met3.png
Cells faint in the background.
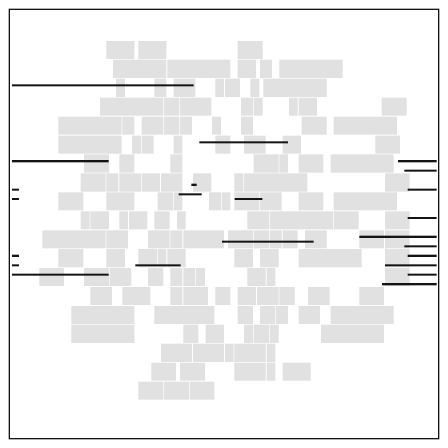
final_clocks.png
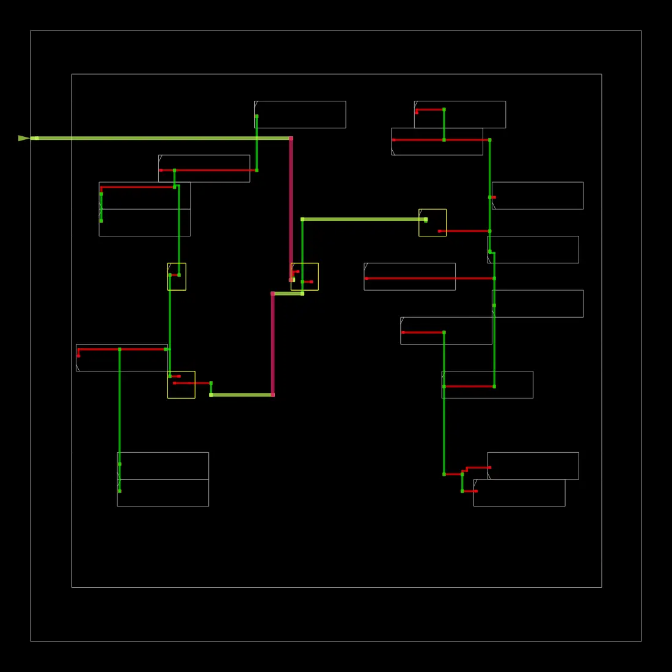
wire_density.png
Bar = 20 um. The die is cut into 12 by 12 equal tiles; white is low, dark blue is high, scaled to the fullest tile. Values are wire area over tile area, all layers added.
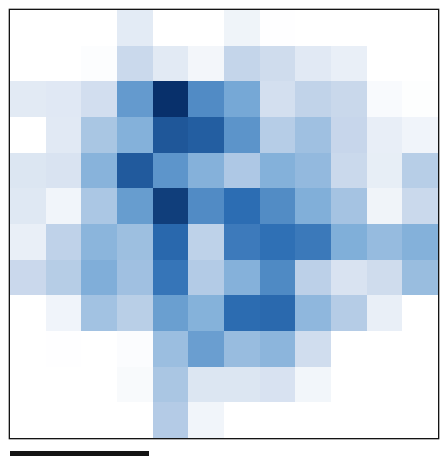
`src/rtl/ctrl_pkg.sv`:
```
// ctrl_pkg: shared codes, state encoding and beat layout for the control sequencer
package ctrl_pkg;
  localparam logic [1:0] MODE_ALU = 2'b00, MODE_MEM = 2'b01, MODE_BR = 2'b10, MODE_NOP = 2'b11;
  localparam logic [3:0] OP_AND = 4'b0000, OP_EOR = 4'b0001, OP_SUB = 4'b0010, OP_MINMAX = 4'b0011;
  localparam logic [3:0] OP_ADD = 4'b0100, OP_ADC = 4'b0101, OP_SBC = 4'b0110, OP_TST = 4'b1000;
  localparam logic [3:0] OP_MUL = 4'b1001, OP_CMP = 4'b1010, OP_ORR = 4'b1100, OP_MOV = 4'b1101;
  localparam logic [3:0] OP_MVN = 4'b1111, OP_LDR = 4'b0100;
  localparam logic [3:0] CMD_NOP = 4'b0000, CMD_MOV = 4'b0001, CMD_ADD = 4'b0010, CMD_ADC = 4'b0011;
  localparam logic [3:0] CMD_SUB = 4'b0100, CMD_SBC = 4'b0101, CMD_AND = 4'b0110, CMD_ORR = 4'b0111;
  localparam logic [3:0] CMD_EOR = 4'b1000, CMD_MVN = 4'b1001;
  localparam logic [1:0] ST_IDLE = 2'b00, ST_MM = 2'b01, ST_MUL = 2'b10;
  localparam logic [1:0] PH_NONE = 2'b00, PH_CMP = 2'b01, PH_ST = 2'b10;
  typedef struct packed {
    logic       valid;
    logic       mem_read;
    logic       mem_write;
    logic       wb_en;
    logic       b;
    logic       update_flags;
    logic [1:0] phase;
  } ctrl_t;
  function automatic logic [3:0] alu_cmd(input logic [3:0] op);
    case (op)
      OP_MOV:  return CMD_MOV;
      OP_MVN:  return CMD_MVN;
      OP_ADD:  return CMD_ADD;
      OP_ADC:  return CMD_ADC;
      OP_SUB:  return CMD_SUB;
      OP_SBC:  return CMD_SBC;
      OP_AND:  return CMD_AND;
      OP_ORR:  return CMD_ORR;
      OP_EOR:  return CMD_EOR;
      OP_CMP:  return CMD_SUB;
      OP_TST:  return CMD_AND;
      default: return CMD_NOP;
    endcase
  endfunction
endpackage

```
`src/rtl/control_decode.sv`:
```
// control_decode: combinational single-beat decode of mode/opcode/S
module control_decode
  import ctrl_pkg::*;
(
  input  logic [1:0] mode,
  input  logic [3:0] opcode,
  input  logic       s,
  output ctrl_t      dec,
  output logic [3:0] cmd
);
  always_comb begin
    dec = '0;
    cmd = CMD_NOP;
    dec.valid = 1'b1;
    case (mode)
      MODE_ALU: begin
        cmd = alu_cmd(opcode);
        dec.wb_en = !(opcode == OP_CMP || opcode == OP_TST);
        dec.update_flags = s;
      end
      MODE_MEM: begin
        cmd = CMD_ADD;
        dec.mem_read = opcode == OP_LDR && s;
        dec.mem_write = opcode == OP_LDR && !s;
        dec.wb_en = opcode == OP_LDR && s;
        dec.update_flags = s;
      end
      MODE_BR: dec.b = 1'b1;
      default: ;
    endcase
  end
endmodule

```
`src/rtl/control_sequencer.sv`:
```
// control_sequencer: registered decode/issue stage expanding MINMAX and MUL into multi-beat sequences
module control_sequencer
  import ctrl_pkg::*;
#(
  parameter int               CMD_W     = 4,
  parameter int               MINMAX_EN = 1,
  parameter int               MUL_LAT   = 3,
  parameter logic [CMD_W-1:0] MUL_CMD   = CMD_W'(4'b1010)
) (
  input  logic             clk,
  input  logic             rst_n,
  input  logic             freeze,
  input  logic             flush,
  input  logic             in_valid,
  output logic             in_ready,
  input  logic [1:0]       mode,
  input  logic [3:0]       opcode,
  input  logic             s,
  output logic             out_valid,
  output logic [CMD_W-1:0] exe_cmd,
  output logic             mem_read,
  output logic             mem_write,
  output logic             wb_en,
  output logic             b,
  output logic             update_flags,
  output logic [1:0]       minmax_phase,
  output logic             busy
);
  localparam int CW = $clog2(MUL_LAT + 1);
  logic [1:0] state, n_state;
  logic [CW-1:0] cnt, n_cnt;
  logic mul_s, n_mul_s;
  ctrl_t ctrl_q, n_ctrl, dec;
  logic [CMD_W-1:0] n_cmd;
  logic [3:0] dec_cmd;
  logic accept, is_mm, is_mul;
  control_decode u_dec (.mode(mode), .opcode(opcode), .s(s), .dec(dec), .cmd(dec_cmd));
  assign in_ready = !flush && !freeze && state == ST_IDLE;
  assign accept = in_valid && in_ready;
  assign is_mm = mode == MODE_ALU && opcode == OP_MINMAX;
  assign is_mul = mode == MODE_ALU && opcode == OP_MUL;
  assign busy = state != ST_IDLE;
  assign {out_valid, mem_read, mem_write, wb_en, b, update_flags, minmax_phase} = ctrl_q;
  always_comb begin
    n_ctrl = '0;
    n_cmd = '0;
    n_state = ST_IDLE;
    n_cnt = '0;
    n_mul_s = mul_s;
    if (state == ST_MM) begin
      n_ctrl.valid = 1'b1;
      n_ctrl.mem_write = 1'b1;
      n_ctrl.wb_en = 1'b1;
      n_ctrl.phase = PH_ST;
      n_cmd = CMD_W'(CMD_SUB);
    end else if (state == ST_MUL) begin
      if (cnt == CW'(1)) begin
        n_ctrl.valid = 1'b1;
        n_ctrl.wb_en = 1'b1;
        n_ctrl.update_flags = mul_s;
        n_cmd = MUL_CMD;
      end else begin
        n_ctrl = ctrl_q;
        n_cmd = exe_cmd;
        n_state = ST_MUL;
        n_cnt = cnt - CW'(1);
      end
    end else if (accept) begin
      if (is_mm) begin
        n_ctrl.valid = 1'b1;
        n_cmd = CMD_W'(CMD_SUB);
        if (MINMAX_EN != 0) begin
          n_ctrl.update_flags = 1'b1;
          n_ctrl.phase = PH_CMP;
          n_state = ST_MM;
        end else begin
          n_ctrl.mem_write = 1'b1;
          n_ctrl.wb_en = 1'b1;
          n_ctrl.update_flags = s;
          n_ctrl.phase = PH_ST;
        end
      end else if (is_mul) begin
        n_cmd = MUL_CMD;
        n_mul_s = s;
        if (MUL_LAT == 1) begin
          n_ctrl.valid = 1'b1;
          n_ctrl.wb_en = 1'b1;
          n_ctrl.update_flags = s;
        end else begin
          n_state = ST_MUL;
          n_cnt = CW'(MUL_LAT - 1);
        end
      end else begin
        n_ctrl = dec;
        n_cmd = CMD_W'(dec_cmd);
      end
    end
  end
  // flush outranks freeze so a stalled stage can still be cleared
  always_ff @(posedge clk or negedge rst_n) begin
    if (!rst_n) begin
      state <= ST_IDLE;
      cnt <= '0;
      mul_s <= 1'b0;
      ctrl_q <= '0;
      exe_cmd <= '0;
    end else if (flush) begin
      state <= ST_IDLE;
      cnt <= '0;
      mul_s <= 1'b0;
      ctrl_q <= '0;
      exe_cmd <= '0;
    end else if (!freeze) begin
      state <= n_state;
      cnt <= n_cnt;
      mul_s <= n_mul_s;
      ctrl_q <= n_ctrl;
      exe_cmd <= n_cmd;
    end
  end
endmodule

```
`config.mk`:
```
export PLATFORM = sky130hd
export DESIGN_NAME = control_sequencer
export DESIGN_NICKNAME = d
export VERILOG_FILES = /design/src/rtl/ctrl_pkg.sv /design/src/rtl/control_decode.sv /design/src/rtl/control_sequencer.sv
export SDC_FILE = /design/constraint.sdc
export NUM_CORES = 1
export LEC_CHECK = 0
export ABC_AREA = 0
export CAP_MARGIN = 20
export CORE_MARGIN = 4
export CORE_UTILIZATION = 40
export CTS_CLUSTER_DIAMETER = 150
export DETAILED_ROUTE_END_ITERATION = 8
export GPL_TIMING_DRIVEN = 0
export PLACE_DENSITY = 0.66
export SLEW_MARGIN = 20
export SYNTH_ARGS = -nofsm -noshare
export SYNTH_HDL_FRONTEND = slang
export SYNTH_HIERARCHICAL = 1
export SYNTH_SLANG_ARGS = --single-unit
```
`constraint.sdc`:
```
create_clock -name clk -period 2.9 [get_ports clk]
set_clock_uncertainty 0.2 [all_clocks]
set_input_delay 0.58 -clock clk [delete_from_list [all_inputs] [get_ports clk]]
set_output_delay 0.58 -clock clk [all_outputs]
set_load 0.005 [all_outputs]
```
==> flow_summary.json <==
{
  "outcome": "finished clean",
  "nNetsFinal": 162,
  "largest-register": "exe_cmd",
  "placed_cell_area_um2": 1420,
  "met2_length_um": 1120,
  "cpPeakStageDelay_ns": 0.58,
  "critical_path_depth": 3,
  "grt_antenna_before_repair": 0,
  "yosys.area_share.adder_pct": 5.46,
  "power_uw": 461,
  "finalWeightedCongestion": 0.792,
  "endpoint": "in_ready",
  "fmax_ghz": 0.387,
  "holdPathEnd": "mul_s$_DFFE_PN0P_",
  "synth_chip_area_um2": 1140,
  "sequential_cell_area_um2": 425,
  "final_tally_of_setup_violations": 0,
  "grt_setup_unrepaired": "no",
  "pwr.group.sequential_uw": 243,
  "place.detailed.instances": 171,
  "reg2reg_from": "cnt[0]$_DFFE_PN0P_",
  "power.switching_fraction_pct": 27.1,
  "max-vdd-ir-drop_mv": 0.233,
  "max_ffs_per_register": 4,
  "seqAreaFraction_pct": 29.4,
  "timing.hold.ws_ns": 0.276,
  "grt_max_degree": 18,
  "initCoreUtil_pct": 41.5,
  "finish.cell_count_without_fillers": 175,
  "postSynth.topFlopCell": "dfrtp_1",
  "ratio_of_cells_with_drive_above_1_in_the_final_layout_pct": 13.2,
  "logic_area_um2": 634,
  "remaining_drc_errors": 0,
  "drt_pre_antenna_iters": 4,
  "worst-slew-pin-transition_ns": 0.794,
  "worstSetupEndpointType": "primary output",
  "cts_inserted_buffers": 3,
  "grt_pass1_vias": 864,
  "layout.area.top_class": "logic gates",
  "met1Wirelength_um": 1230,
  "final_core_utilization_pct": 52.4,
  "finish.instance_area_um2": 1450
}
Back to the opening pictures, met3.png:
nets with wire on the layer: 20
share of all routed wire: 5.9%

Back to the opening pictures, final_clocks.png:
total of clock buffers placed in the layout: 3
clock latency on the worst-skew pair: 0.30 ns
count of sequential standard cells: 17

Back to the opening pictures, wire_density.png:
densest ninth of the die: middle
emptiest ninth of the die: bottom left
tiles over half the peak: 17%
nearly empty tiles: 29%

